File: config.mk
export PLATFORM = sky130hd
export DESIGN_NAME = uart_cmd_decoder_flat
export DESIGN_NICKNAME = d
export VERILOG_FILES = /design/src/rtl/dds_uart_pkg.sv /design/src/rtl/uart_cmd_decoder_if.sv /design/src/rtl/frame_timer.sv /design/src/rtl/uart_cmd_decoder.sv /design/src/flat_wrapper.sv
export SDC_FILE = /design/constraint.sdc
export NUM_CORES = 1
export LEC_CHECK = 0
export CORE_ASPECT_RATIO = 1.1
export CORE_MARGIN = 1.5
export CORE_UTILIZATION = 49
export DETAILED_ROUTE_END_ITERATION = 16
export PLACE_DENSITY_LB_ADDON = 0.15
export RECOVER_POWER = 50
export SYNTH_ARGS = -nofsm -noshare
export SYNTH_HDL_FRONTEND = slang
export SYNTH_SLANG_ARGS = --single-unit
File: constraint.sdc
create_clock -name clk -period 2.7 [get_ports clk]
set_input_delay 0.81 -clock clk [delete_from_list [all_inputs] [get_ports clk]]
set_output_delay 0.81 -clock clk [all_outputs]
set_load 0.05 [all_outputs]
File: src/rtl/dds_uart_pkg.sv
// Shared constants and the decoder state encoding for the UART command decoder.
// The ACK state is only reachable when UART_WRITE_ACK_EN is defined.
package dds_uart_pkg;

  localparam logic [7:0] CMD_WR_DEFAULT = 8'h57;  // 'W'
  localparam logic [7:0] CMD_RD_DEFAULT = 8'h52;  // 'R'
  localparam logic [7:0] ACK_BYTE       = 8'h06;

  typedef enum logic [2:0] {
    IDLE,
    GET_ADDR,
    GET_DATA,
    WRITE,
    READ,
    SEND,
    ACK
  } state_t;

endpackage

File: src/rtl/uart_cmd_decoder_if.sv
// Bundle of the decoder's UART-side, register-side and status signals.
// TX handshake: a byte transfers on every clock edge where tx_valid_o & tx_ready_i;
// while tx_valid_o is high without tx_ready_i, tx_data_o holds steady.
interface uart_cmd_decoder_if;

  logic       rx_valid_i;
  logic [7:0] rx_data_i;
  logic       tx_valid_o;
  logic       tx_ready_i;
  logic [7:0] tx_data_o;
  logic       reg_wr_o;
  logic       reg_rd_o;
  logic [7:0] reg_addr_o;
  logic [7:0] reg_data_o;
  logic [7:0] reg_data_i;
  logic       frame_err_o;
  logic       busy_o;

  modport master (
    input  rx_valid_i, rx_data_i, tx_ready_i, reg_data_i,
    output tx_valid_o, tx_data_o, reg_wr_o, reg_rd_o, reg_addr_o, reg_data_o,
           frame_err_o, busy_o
  );

  modport slave (
    output rx_valid_i, rx_data_i, tx_ready_i, reg_data_i,
    input  tx_valid_o, tx_data_o, reg_wr_o, reg_rd_o, reg_addr_o, reg_data_o,
           frame_err_o, busy_o
  );

endinterface

File: src/rtl/frame_timer.sv
// Inter-byte watchdog: counts while run_i, restarts on clr_i, and pulses expired_o
// in the last allowed cycle. TIMEOUT_CYCLES = 0 disables it entirely.
module frame_timer #(
  parameter int unsigned TIMEOUT_CYCLES = 100000
) (
  input  logic clk,
  input  logic rst,
  input  logic run_i,
  input  logic clr_i,
  output logic expired_o
);

  localparam int unsigned CNT_W = (TIMEOUT_CYCLES > 0) ? $clog2(TIMEOUT_CYCLES + 1) : 1;

  generate
    if (TIMEOUT_CYCLES == 0) begin : g_off
      logic unused_inputs;
      assign unused_inputs = ^{clk, rst, run_i, clr_i};
      assign expired_o = 1'b0;
    end else begin : g_on
      localparam logic [CNT_W-1:0] LAST = CNT_W'(TIMEOUT_CYCLES - 1);

      logic [CNT_W-1:0] cnt_q, cnt_d;

      // Holds at LAST so a stalled caller never sees the counter wrap.
      always_comb begin
        cnt_d = cnt_q;
        if (clr_i) begin
          cnt_d = '0;
        end else if (run_i && (cnt_q != LAST)) begin
          cnt_d = cnt_q + 1'b1;
        end
      end

      always_ff @(posedge clk) begin
        if (rst) begin
          cnt_q <= '0;
        end else begin
          cnt_q <= cnt_d;
        end
      end

      assign expired_o = run_i && !clr_i && (cnt_q == LAST);
    end
  endgenerate

endmodule

File: src/rtl/uart_cmd_decoder.sv
// Parses 'W' addr data / 'R' addr frames into register strobes and returns read data
// over the TX handshake. Define UART_WRITE_ACK_EN to answer each write with ACK_BYTE.
module uart_cmd_decoder
  import dds_uart_pkg::*;
#(
  parameter logic [7:0]  CMD_WR         = CMD_WR_DEFAULT,
  parameter logic [7:0]  CMD_RD         = CMD_RD_DEFAULT,
  parameter int unsigned TIMEOUT_CYCLES = 100000
) (
  input  logic                  clk,
  input  logic                  rst,
  uart_cmd_decoder_if.master    bus,
  output state_t                state_o
);

  state_t     state_q, state_d;
  logic       is_wr_q, is_wr_d;
  logic [7:0] addr_q, addr_d;
  logic [7:0] data_q, data_d;
  logic [7:0] rdata_q, rdata_d;
  logic       err_q, err_d;

  logic tmr_run, tmr_clr, tmr_expired;

  assign tmr_run = (state_q == GET_ADDR) || (state_q == GET_DATA);
  assign tmr_clr = bus.rx_valid_i || !tmr_run;

  frame_timer #(.TIMEOUT_CYCLES(TIMEOUT_CYCLES)) u_timer (
    .clk       (clk),
    .rst       (rst),
    .run_i     (tmr_run),
    .clr_i     (tmr_clr),
    .expired_o (tmr_expired)
  );

  always_comb begin
    state_d = state_q;
    is_wr_d = is_wr_q;
    addr_d  = addr_q;
    data_d  = data_q;
    rdata_d = rdata_q;
    err_d   = 1'b0;
    case (state_q)
      IDLE: begin
        if (bus.rx_valid_i) begin
          if (bus.rx_data_i == CMD_WR) begin
            is_wr_d = 1'b1;
            state_d = GET_ADDR;
          end else if (bus.rx_data_i == CMD_RD) begin
            is_wr_d = 1'b0;
            state_d = GET_ADDR;
          end else begin
            err_d = 1'b1;
          end
        end
      end
      // A byte in the expiry cycle takes priority over the timeout.
      GET_ADDR: begin
        if (bus.rx_valid_i) begin
          addr_d  = bus.rx_data_i;
          state_d = is_wr_q ? GET_DATA : READ;
        end else if (tmr_expired) begin
          err_d   = 1'b1;
          state_d = IDLE;
        end
      end
      GET_DATA: begin
        if (bus.rx_valid_i) begin
          data_d  = bus.rx_data_i;
          state_d = WRITE;
        end else if (tmr_expired) begin
          err_d   = 1'b1;
          state_d = IDLE;
        end
      end
      WRITE: begin
`ifdef UART_WRITE_ACK_EN
        state_d = ACK;
`else
        state_d = IDLE;
`endif
      end
      READ: begin
        rdata_d = bus.reg_data_i;
        state_d = SEND;
      end
      SEND: begin
        if (bus.tx_ready_i) state_d = IDLE;
      end
      ACK: begin
`ifdef UART_WRITE_ACK_EN
        if (bus.tx_ready_i) state_d = IDLE;
`else
        state_d = IDLE;
`endif
      end
      default: state_d = IDLE;
    endcase
  end

  always_ff @(posedge clk) begin
    if (rst) begin
      state_q <= IDLE;
      is_wr_q <= 1'b0;
      addr_q  <= 8'h00;
      data_q  <= 8'h00;
      rdata_q <= 8'h00;
      err_q   <= 1'b0;
    end else begin
      state_q <= state_d;
      is_wr_q <= is_wr_d;
      addr_q  <= addr_d;
      data_q  <= data_d;
      rdata_q <= rdata_d;
      err_q   <= err_d;
    end
  end

  // Address and data buses are forced to zero outside the strobe cycles.
  assign bus.reg_wr_o   = (state_q == WRITE);
  assign bus.reg_rd_o   = (state_q == READ);
  assign bus.reg_addr_o = (bus.reg_wr_o || bus.reg_rd_o) ? addr_q : 8'h00;
  assign bus.reg_data_o = bus.reg_wr_o ? data_q : 8'h00;

  always_comb begin
    bus.tx_valid_o = 1'b0;
    bus.tx_data_o  = 8'h00;
    if (state_q == SEND) begin
      bus.tx_valid_o = 1'b1;
      bus.tx_data_o  = rdata_q;
    end
`ifdef UART_WRITE_ACK_EN
    else if (state_q == ACK) begin
      bus.tx_valid_o = 1'b1;
      bus.tx_data_o  = ACK_BYTE;
    end
`endif
  end

  assign bus.frame_err_o = err_q;
  assign bus.busy_o      = (state_q != IDLE);
  assign state_o         = state_q;

endmodule

File: src/flat_wrapper.sv
// flat-port wrapper written by rule: the top's interface ports become plain ports
module uart_cmd_decoder_flat import dds_uart_pkg::*;
#(
  parameter logic [7:0]  CMD_WR         = CMD_WR_DEFAULT,
  parameter logic [7:0]  CMD_RD         = CMD_RD_DEFAULT,
  parameter int unsigned TIMEOUT_CYCLES = 100000
)
  (clk, rst, state_o, bus_rx_valid_i, bus_rx_data_i, bus_tx_ready_i, bus_reg_data_i, bus_tx_valid_o, bus_tx_data_o, bus_reg_wr_o, bus_reg_rd_o, bus_reg_addr_o, bus_reg_data_o, bus_frame_err_o, bus_busy_o);
  uart_cmd_decoder_if bus_i ();
  input  logic clk;
  input  logic rst;
  output state_t state_o;
  input wire logic [$bits(bus_i.rx_valid_i)-1:0] bus_rx_valid_i;
  input wire logic [$bits(bus_i.rx_data_i)-1:0] bus_rx_data_i;
  input wire logic [$bits(bus_i.tx_ready_i)-1:0] bus_tx_ready_i;
  input wire logic [$bits(bus_i.reg_data_i)-1:0] bus_reg_data_i;
  output wire logic [$bits(bus_i.tx_valid_o)-1:0] bus_tx_valid_o;
  output wire logic [$bits(bus_i.tx_data_o)-1:0] bus_tx_data_o;
  output wire logic [$bits(bus_i.reg_wr_o)-1:0] bus_reg_wr_o;
  output wire logic [$bits(bus_i.reg_rd_o)-1:0] bus_reg_rd_o;
  output wire logic [$bits(bus_i.reg_addr_o)-1:0] bus_reg_addr_o;
  output wire logic [$bits(bus_i.reg_data_o)-1:0] bus_reg_data_o;
  output wire logic [$bits(bus_i.frame_err_o)-1:0] bus_frame_err_o;
  output wire logic [$bits(bus_i.busy_o)-1:0] bus_busy_o;
  assign bus_i.rx_valid_i = bus_rx_valid_i;
  assign bus_i.rx_data_i = bus_rx_data_i;
  assign bus_i.tx_ready_i = bus_tx_ready_i;
  assign bus_i.reg_data_i = bus_reg_data_i;
  assign bus_tx_valid_o = bus_i.tx_valid_o;
  assign bus_tx_data_o = bus_i.tx_data_o;
  assign bus_reg_wr_o = bus_i.reg_wr_o;
  assign bus_reg_rd_o = bus_i.reg_rd_o;
  assign bus_reg_addr_o = bus_i.reg_addr_o;
  assign bus_reg_data_o = bus_i.reg_data_o;
  assign bus_frame_err_o = bus_i.frame_err_o;
  assign bus_busy_o = bus_i.busy_o;
  uart_cmd_decoder #(.CMD_WR(CMD_WR), .CMD_RD(CMD_RD), .TIMEOUT_CYCLES(TIMEOUT_CYCLES)) u_core (.clk(clk), .rst(rst), .bus(bus_i), .state_o(state_o));
endmodule
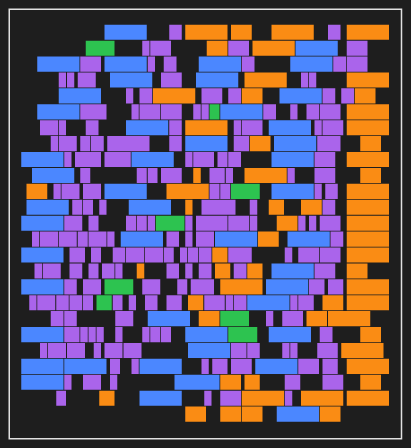
Figure 1: run 1, placement by cell class.
Key: green = clock drivers and dummy loads [cells 8]; blue = registers [cells 46]; purple = remaining logic cells [cells 187]; orange = remaining buffers and delay cells [cells 59]

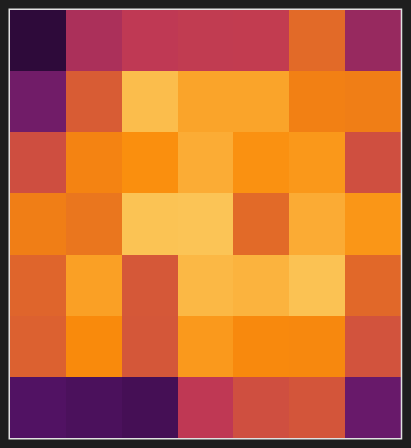
Figure 2: run 1, cell density map.
7 x 7 tiles, from black (low) to pale yellow (high), 0 to 100% covered.
The fullest tile reaches 87%. 33% of the tiles are over 75% full. The mean over all tiles is 63%.

==> flow_metrics.env, run 1 <==
# flow metrics
export IMPL_reg2reg_from="u_core.u_timer.g_on.cnt_q[8]$_SDFFE_PP0P_"
export IMPL_drt_iter0_drc=34
export IMPL_maxPowerGroup="sequential cells"
export IMPL_use_met3=0.0401
export IMPL_drtAntennaViolNets=0
export IMPL_nFillCells=315
export IMPL_logic_area_mm2=0.00123
export IMPL_simple_gate_share=0.287
export IMPL_buffer_area_frac=0.262
export IMPL_nMultiInputCombCells=184
export IMPL_hold_path_class="reg -> reg"
export IMPL_rr_endpoint="u_core.state_o[0]$_SDFFE_PP0P_"
export IMPL_synthesis_area_mm2=0.00219
export IMPL_drc=0
export IMPL_clock_sinks=46
export IMPL_largest_class="logic gates"
export IMPL_ys_ff=46
export IMPL_fmax_mhz=394
export IMPL_synth_async_reset_ratio=0
export IMPL_fin_crit_ps=2540
export IMPL_hold_viol_final=0
export IMPL_internal_power_mw=0.920
export IMPL_comb_area_frac=0.390
export IMPL_adder_share=0.00570
export IMPL_grt_busiest_layer="met2"
export IMPL_dp_final_hpwl_mm=3.63
export IMPL_power_share_clock=0.364
export IMPL_antenna_found_initial=0
export IMPL_setup_viol_count_final=0
export IMPL_cts_buffers=5
export IMPL_die_y_um=73.2
export IMPL_peakVddDrop_mv=0.370
export IMPL_rows=25
export IMPL_gr_total_overflow=0
export IMPL_switching_share=0.217
export IMPL_clkLatencyLatePin_ps=300
export IMPL_period_used=0.939
export IMPL_seqPwrFrac=0.580
export IMPL_firstDrtPassIters=5
export IMPL_avgSynthCellArea_um2=8.99
export IMPL_critical_path_max_stage_delay_ps=890
export IMPL_yosysWarnings=0
export IMPL_syn_to_final_growth_pct=43.6
export IMPL_cts_htree_levels=2
export IMPL_ys_seq_frac=0.420
export IMPL_critPathKind="reg -> out"
export IMPL_pwr_density_cell_mw_per_mm2=373
export IMPL_io_pins=52
export IMPL_nets=320
export IMPL_taps=54
export IMPL_nNonClkBuffers=59
export IMPL_min_from="u_core.data_q[6]$_SDFFE_PP0P_"
export IMPL_worstPathMaxFanout=10
export IMPL_via_per_inst=5.27
export IMPL_core_area_mm2=0.00429
export IMPL_wl_met1_mm=2.06
export IMPL_cts_hold_buf=0
export IMPL_fin_skew_ps=3.91
export IMPL_wl_met3_um=224
export IMPL_yosysMostFrequentCell="nor2_1"
export IMPL_dieArea_mm2=0.00489
export IMPL_post_cts_resize_count=0
export IMPL_final_area_mm2=0.00315
export IMPL_ys_flop_type="dfxtp_1"
export IMPL_end_kind="output port"
export IMPL_rsz0062_at_grt="false"
export IMPL_drv_cap=0
export IMPL_finalMaxSlewViolations=0
export IMPL_pre_cts_slack_ps=298
export IMPL_root_buffer="clkbuf_8"
export IMPL_lay_top_count="nor2_1"
export IMPL_yosys_cells=244
export IMPL_syn_inst=244
export IMPL_status="complete, no violations"
export IMPL_nClkBuffers=6
export IMPL_muxShareOfSynthArea=0.119
export IMPL_ys_types=42
export IMPL_synth_edff_count=0
export IMPL_r2r_slack_ps=430
export IMPL_num_vias=1864
export IMPL_synth_top_area_share=0.420
export IMPL_p_clk_mw=0.428
export IMPL_top_layer_used="met4"
export IMPL_powerComb_mw=0.0660
export IMPL_p_total_mw=1.17
export IMPL_largest_reg_flops=17
export IMPL_ys_area_mm2=0.00219
export IMPL_hold_path_end="u_core.data_q[6]$_SDFFE_PP0P_"
export IMPL_crit_buf_inv=1
export IMPL_worstMarginPinSlew_ps=715
export IMPL_rr_worst_depth=5
export IMPL_port_buffers=51
export IMPL_clock_path_buffers=2
export IMPL_cp_depth=1
export IMPL_slew_headroom=0.524
export IMPL_cts_tree="done"
export IMPL_wirelength_mm=4.83
export IMPL_layout_setup_ws_ps=164
export IMPL_cts_setup_buffers=0
export IMPL_fin_util=0.735
export IMPL_grt_max_degree=21
export IMPL_clkTransAtPathRegs_ps=80
export IMPL_nNonClkInverters=3
export IMPL_required_ps=1890
export IMPL_diodes=0
export IMPL_ys_sh_aoi=0.0736
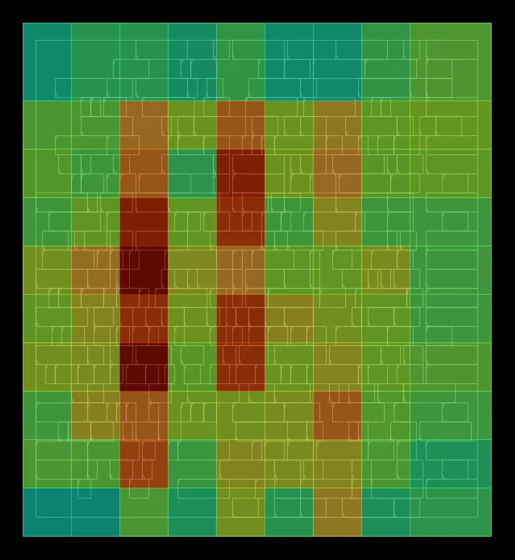
Figure 3: run 1, congestion heat map.
GRT Util Overall: 0.212
M1 GR Usage: 0.233

==> inputs of run 2 (changes only) <==
Settings changed: CORE_UTILIZATION 49 to 50, CTS_CLUSTER_SIZE from default to 25.
Clock period 2.7 ns to 3 ns, I/O delays scaled along.
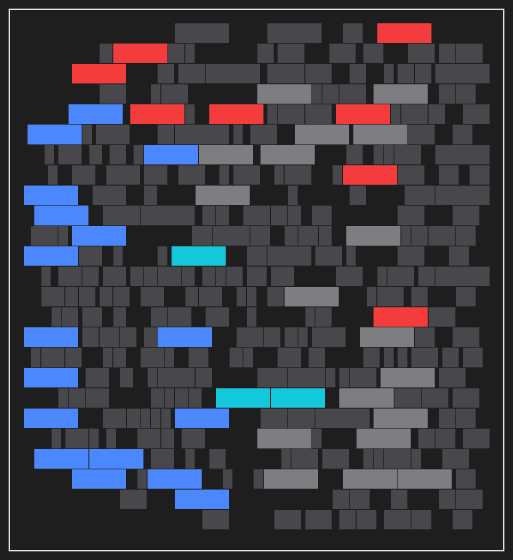
Figure 4: run 2, register map, names as in the netlist.
Key: red = `u_core.addr_q` [placed flops 8]; blue = `u_core.u_timer.g_on.cnt_q` [placed flops 17]; cyan = `u_core.state_o` [placed flops 3]

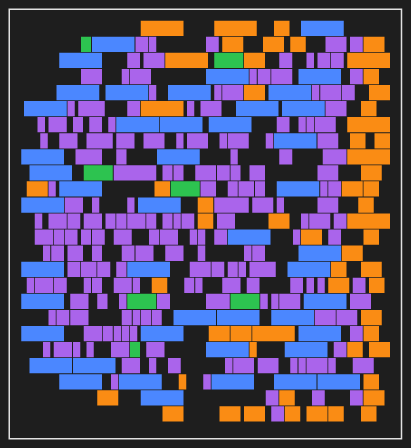
Figure 5: run 2, placement by cell class.
Core Rows: 25
core area: 0.00425 mm^2

==> run 2 against run 1 <==
Wire length shrank 3.3%. Core utilization shrank 5.7 points. Critical path depth grew 2. Die size shrank 1.9%. Area after synthesis is the same. Count of clock-buffer cells in the layout shrank 1. Register-to-register slack gained 310 ps. Critical path type unchanged. Critical endpoint is now bus_busy_o. Largest cell class unchanged.
==> flow_metrics.env, run 2 <==
# flow metrics
export IMPL_peakVddDrop_mv=0.368
export IMPL_period_used=0.939
export IMPL_logic_area_mm2=0.00121
export IMPL_die_y_um=72.5
export IMPL_yosysMostFrequentCell="nor2_1"
export IMPL_hold_path_class="reg -> reg"
export IMPL_final_cells=351
export IMPL_cts_htree_levels=2
export IMPL_lay_top_count="nor2_1"
export IMPL_seqPwrFrac=0.601
export IMPL_muxShareOfSynthArea=0.119
export IMPL_powerComb_mw=0.0593
export IMPL_avgSynthCellArea_um2=8.99
export IMPL_wl_met1_mm=2.12
export IMPL_cpMaxStageDelayCell="clkdlybuf4s50_1"
export IMPL_nNonClkBuffers=57
export IMPL_largest_reg_flops=17
export IMPL_simple_gate_share=0.287
export IMPL_use_met3=0.0512
export IMPL_internal_power_mw=0.800
export IMPL_sh_seq_area=0.319
export IMPL_clock_path_buffers=2
export IMPL_yosys_cells=244
export IMPL_drv_cap=0
export IMPL_grtUsageTotal=0.207
export IMPL_drc=0
export IMPL_comb_area_frac=0.421
export IMPL_log_warning_count=26
export IMPL_slew_headroom=0.180
export IMPL_via_per_inst=5.27
export IMPL_drt_iter0_drc=106
export IMPL_critPathKind="reg -> out"
export IMPL_r2r_slack_ps=740
export IMPL_top_layer_used="met4"
export IMPL_hold_ws_ps=494
export IMPL_syn_inst=244
export IMPL_regMostFlops="u_core.u_timer.g_on.cnt_q"
export IMPL_min_from="u_core.rdata_q[6]$_SDFFE_PP0P_"
export IMPL_root_buffer="clkbuf_8"
export IMPL_grt_max_degree=30
export IMPL_syn_num_nets=265
export IMPL_crit_chain="nor3_2, inv_1, clkdlybuf4s50_1"
export IMPL_io_pins=52
export IMPL_cts_buffers=5
export IMPL_seq_area_um2=921
export IMPL_fin_util=0.678
export IMPL_ys_flop_type="dfxtp_1"
export IMPL_hold_viol_final=0
export IMPL_cts_hold_buf=0
export IMPL_syn_to_final_growth_pct=31.5
export IMPL_switching_share=0.217
export IMPL_power_share_clock=0.341
export IMPL_nets=318
export IMPL_yosysWarnings=0
export IMPL_drtAntennaViolNets=0
export IMPL_synth_async_reset_ratio=0
export IMPL_ys_seq_frac=0.420
export IMPL_cts_setup_buffers=0
export IMPL_hold_path_end="u_core.rdata_q[6]$_SDFFE_PP0P_"
export IMPL_dieArea_mm2=0.00479
export IMPL_firstDrtPassIters=4
export IMPL_synth_top_area_share=0.420
export IMPL_flops=46
export IMPL_placed_area_mm2=0.00281
export IMPL_critical_path_max_stage_delay_ps=810
export IMPL_clock_sinks=46
export IMPL_place_congestion=0.839
export IMPL_final_clk_cell_share=0.0273
export IMPL_p_clk_mw=0.348
export IMPL_status="complete, no violations"
export IMPL_cts_tree="done"
export IMPL_fin_crit_ps=2820
export IMPL_yosys_area_top_type="dfxtp_1"
export IMPL_setup_viol_count_final=0
export IMPL_setup_tns_ps=0
export IMPL_ys_sh_aoi=0.0736
export IMPL_clkTransAtPathRegs_ps=80
export IMPL_fin_skew_ps=9.47
export IMPL_rr_worst_depth=5
export IMPL_topCellsByArea="dfxtp_1 (42%), mux2i_1 (12%), nor2_1 (8.6%), and2_1 (7.4%), xor2_1 (6.0%)"
export IMPL_layout_setup_ws_ps=182
export IMPL_lay_top_cells="nor2_1 (48), dfxtp_1 (46), and2_1 (26), mux2i_1 (26)"
export IMPL_crit_start="u_core.state_o[0]$_SDFFE_PP0P_"
export IMPL_pwr_density_cell_mw_per_mm2=354
export IMPL_ys_types=42
export IMPL_comb_power_share=0.058
export IMPL_antenna_found_initial=0
export IMPL_num_vias=1851
export IMPL_ys_ff=46
export IMPL_end_kind="output port"
export IMPL_nMultiInputCombCells=184
export IMPL_required_ps=2100
export IMPL_synth_edff_count=0
export IMPL_diodes=0
export IMPL_grt_pass1_vias=1756
export IMPL_buffer_area_frac=0.206
export IMPL_synthesis_area_mm2=0.00219
export IMPL_largest_class="logic gates"
export IMPL_maxPowerGroup="sequential cells"
export IMPL_wirelength_mm=4.67
export IMPL_power_switching_mw=0.221
export IMPL_grt_busiest_layer="met2"
export IMPL_ys_area_mm2=0.00219
export IMPL_p_total_mw=1.02
export IMPL_final_area_mm2=0.00289
export IMPL_nNonClkInverters=3
export IMPL_synth_xor_area_share=0.0639
export IMPL_reg2reg_from="u_core.u_timer.g_on.cnt_q[8]$_SDFFE_PP0P_"
export IMPL_wl_met3_um=251
export IMPL_port_buffers=51
export IMPL_adder_share=0.00570
export IMPL_crit_buf_inv=2
export IMPL_finalMaxSlewViolations=0
export IMPL_cp_depth=3
export IMPL_rr_endpoint="u_core.bus.frame_err_o$_SDFF_PP0_"
export IMPL_rsz0062_at_grt="false"
export IMPL_pre_cts_slack_ps=412
export IMPL_top_cells_by_count="nor2_1 (50), dfxtp_1 (46), and2_1 (26), mux2i_1 (26), xor2_1 (15)"
export IMPL_dp_final_hpwl_mm=3.45
export IMPL_globalRouteMet1Util=0.258
export IMPL_static_leakage_power_nw=1.08
export IMPL_worstPathMaxFanout=12
export IMPL_clkLatencyLatePin_ps=300
export IMPL_gr_total_overflow=0
export IMPL_taps=54
export IMPL_nClkBuffers=5
export IMPL_synthTopLogicFamily="simple AND/OR/NAND/NOR gates"
export IMPL_fp_util=0.516
export IMPL_fmax_mhz=355
export IMPL_post_cts_resize_count=0
export IMPL_nFillCells=357
export IMPL_cpLargestDelayFamily="buffers and inverters"
export IMPL_worstMarginPinSlew_ps=1230
==> inputs of run 3 (changes only) <==
Settings changed: TNS_END_PERCENT from default to 30.
==> run 3 against run 2 <==
Via count unchanged. Clock skew is the same. Combinational power is essentially flat. Maximum frequency did not move. Register-to-register slack hardly changed. Highest routed layer unchanged. Largest power group unchanged. Core utilization unchanged. Count of clock-buffer cells in the layout unchanged. Die size unchanged. Critical endpoint unchanged. Critical path depth did not move. Largest cell class unchanged.
==> flow_metrics.env, run 3 <==
# flow metrics
export IMPL_status="complete, no violations"
export IMPL_simple_gate_share=0.287
export IMPL_drv_cap=0
export IMPL_yosysMostFrequentCell="nor2_1"
export IMPL_topCellsByArea="dfxtp_1 (42%), mux2i_1 (12%), nor2_1 (8.6%), and2_1 (7.4%), xor2_1 (6.0%)"
export IMPL_nMultiInputCombCells=184
export IMPL_synth_edff_count=0
export IMPL_grt_pass1_vias=1756
export IMPL_nFillCells=357
export IMPL_ys_types=42
export IMPL_cp_depth=3
export IMPL_fmax_mhz=355
export IMPL_largest_class="logic gates"
export IMPL_drc=0
export IMPL_num_vias=1851
export IMPL_cpMaxStageDelayCell="clkdlybuf4s50_1"
export IMPL_diodes=0
export IMPL_seqPwrFrac=0.601
export IMPL_firstDrtPassIters=4
export IMPL_drtAntennaViolNets=0
export IMPL_p_total_mw=1.02
export IMPL_nets=318
export IMPL_io_pins=52
export IMPL_worstMarginPinSlew_ps=1230
export IMPL_top_cells_by_count="nor2_1 (50), dfxtp_1 (46), and2_1 (26), mux2i_1 (26), xor2_1 (15)"
export IMPL_finalMaxSlewViolations=0
export IMPL_rr_worst_depth=5
export IMPL_comb_area_frac=0.421
export IMPL_core_area_mm2=0.00425
export IMPL_rr_endpoint="u_core.bus.frame_err_o$_SDFF_PP0_"
export IMPL_final_area_mm2=0.00289
export IMPL_die_y_um=72.5
export IMPL_reg2reg_from="u_core.u_timer.g_on.cnt_q[8]$_SDFFE_PP0P_"
export IMPL_adder_share=0.00570
export IMPL_grt_busiest_layer="met2"
export IMPL_ys_seq_frac=0.420
export IMPL_clock_path_buffers=2
export IMPL_dieWidth_um=66.2
export IMPL_syn_inst=244
export IMPL_grtUsageTotal=0.207
export IMPL_root_buffer="clkbuf_8"
export IMPL_fin_crit_ps=2820
export IMPL_drt_iter0_drc=106
export IMPL_clkTransAtPathRegs_ps=80
export IMPL_hold_path_class="reg -> reg"
export IMPL_worstPathMaxFanout=12
export IMPL_synth_xor_area_share=0.0639
export IMPL_dp_final_hpwl_mm=3.45
export IMPL_flops=46
export IMPL_crit_buf_inv=2
export IMPL_clock_sinks=46
export IMPL_slew_headroom=0.180
export IMPL_synth_async_reset_ratio=0
export IMPL_crit_chain="nor3_2, inv_1, clkdlybuf4s50_1"
export IMPL_ys_flop_type="dfxtp_1"
export IMPL_final_clk_cell_share=0.0273
export IMPL_nClkBuffers=5
export IMPL_period_used=0.939
export IMPL_syn_num_nets=265
export IMPL_wirelength_mm=4.67
export IMPL_layout_setup_ws_ps=182
export IMPL_regMostFlops="u_core.u_timer.g_on.cnt_q"
export IMPL_nNonClkBuffers=57
export IMPL_cts_buffers=5
export IMPL_powerComb_mw=0.0593
export IMPL_grt_max_degree=30
export IMPL_internal_power_mw=0.800
export IMPL_placed_area_mm2=0.00281
export IMPL_end_kind="output port"
export IMPL_cts_htree_levels=2
export IMPL_cpLargestDelayFamily="buffers and inverters"
export IMPL_static_leakage_power_nw=1.08
export IMPL_antenna_found_initial=0
export IMPL_dieArea_mm2=0.00479
export IMPL_switching_share=0.217
export IMPL_lay_top_cells="nor2_1 (48), dfxtp_1 (46), and2_1 (26), mux2i_1 (26)"
export IMPL_ys_sh_aoi=0.0736
export IMPL_synth_top_area_share=0.420
export IMPL_cts_setup_buffers=0
export IMPL_yosys_cells=244
export IMPL_power_switching_mw=0.221
export IMPL_hold_viol_final=0
export IMPL_port_buffers=51
export IMPL_comb_power_share=0.058
export IMPL_pre_cts_slack_ps=412
export IMPL_cts_tree="done"
export IMPL_grt_pass1_wl_mm=7.72
export IMPL_wire_per_inst_um=13.3
export IMPL_wl_met3_um=251
export IMPL_largest_reg_flops=17
export IMPL_setup_tns_ps=0
export IMPL_log_warning_count=26
export IMPL_p_clk_mw=0.348
export IMPL_place_congestion=0.839
export IMPL_r2r_slack_ps=740
export IMPL_final_cells=351
export IMPL_maxPowerGroup="sequential cells"
export IMPL_via_per_inst=5.27
export IMPL_setup_viol_count_final=0
export IMPL_top_layer_used="met4"
export IMPL_ys_area_mm2=0.00219
export IMPL_peakVddDrop_mv=0.368
export IMPL_syn_to_final_growth_pct=31.5
export IMPL_yosys_area_top_type="dfxtp_1"
export IMPL_synthTopLogicFamily="simple AND/OR/NAND/NOR gates"
export IMPL_rsz0062_at_grt="false"
export IMPL_rows=25
export IMPL_use_met3=0.0512
export IMPL_ys_ff=46
export IMPL_pwr_density_cell_mw_per_mm2=354
export IMPL_hold_ws_ps=494
export IMPL_crit_start="u_core.state_o[0]$_SDFFE_PP0P_"
export IMPL_critical_path_max_stage_delay_ps=810
export IMPL_synthesis_area_mm2=0.00219
export IMPL_power_share_clock=0.341
export IMPL_whs_path_depth=2
export IMPL_cts_hold_buf=0
export IMPL_gr_total_overflow=0
export IMPL_taps=54
export IMPL_lay_top_count="nor2_1"
export IMPL_nNonClkInverters=3
export IMPL_avgSynthCellArea_um2=8.99
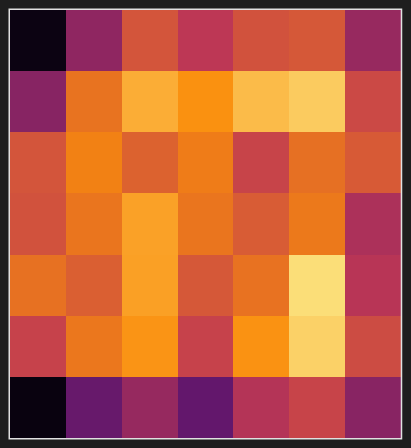
Figure 6: run 3, cell density map.
7 x 7 tiles, from black (low) to pale yellow (high), 0 to 100% covered.
The mean over all tiles is 59%. 20% of the tiles are over 75% full. The fullest tile reaches 93%.
Init Core Util: 0.516
Util after Layout: 0.678

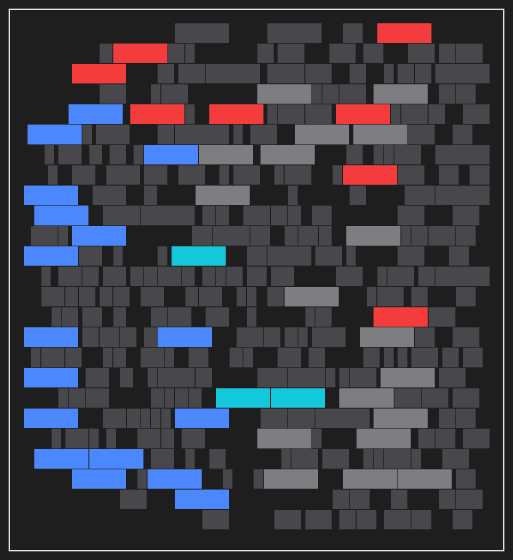
Figure 7: run 3, register map, names as in the netlist.
Key: red = `u_core.addr_q` [placed flops 8]; cyan = `u_core.state_o` [placed flops 3]; blue = `u_core.u_timer.g_on.cnt_q` [placed flops 17]
Power Sequential: 0.614 mW
sequential cell area: 921 um^2
Seq area share: 0.319


==> notes/layouts.md <==
Pictures saved along the way, in no particular order.

Sizing map.
Plate I
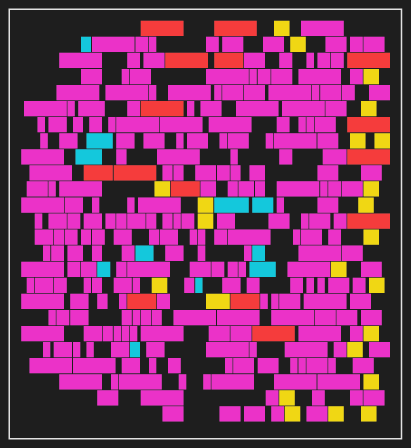
Plate II
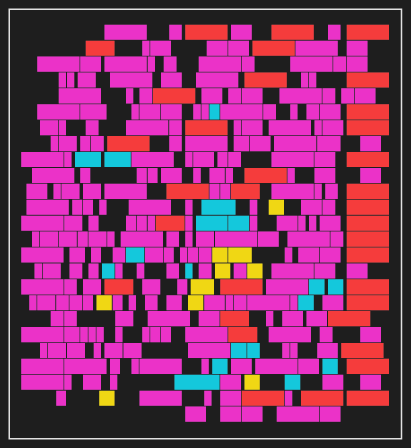
Plate II -> run 1
Plate I -> run 2

Key to Plate I:
Key: magenta = x1 and smaller [cells 248, share 84%]; cyan = x2 [cells 11, share 3.7%]; yellow = x3 and x4 [cells 23, share 7.7%]; red = x6 and larger [cells 15, share 5.1%]

Power figures rest on the tool's default switching activity, not on a simulated workload.
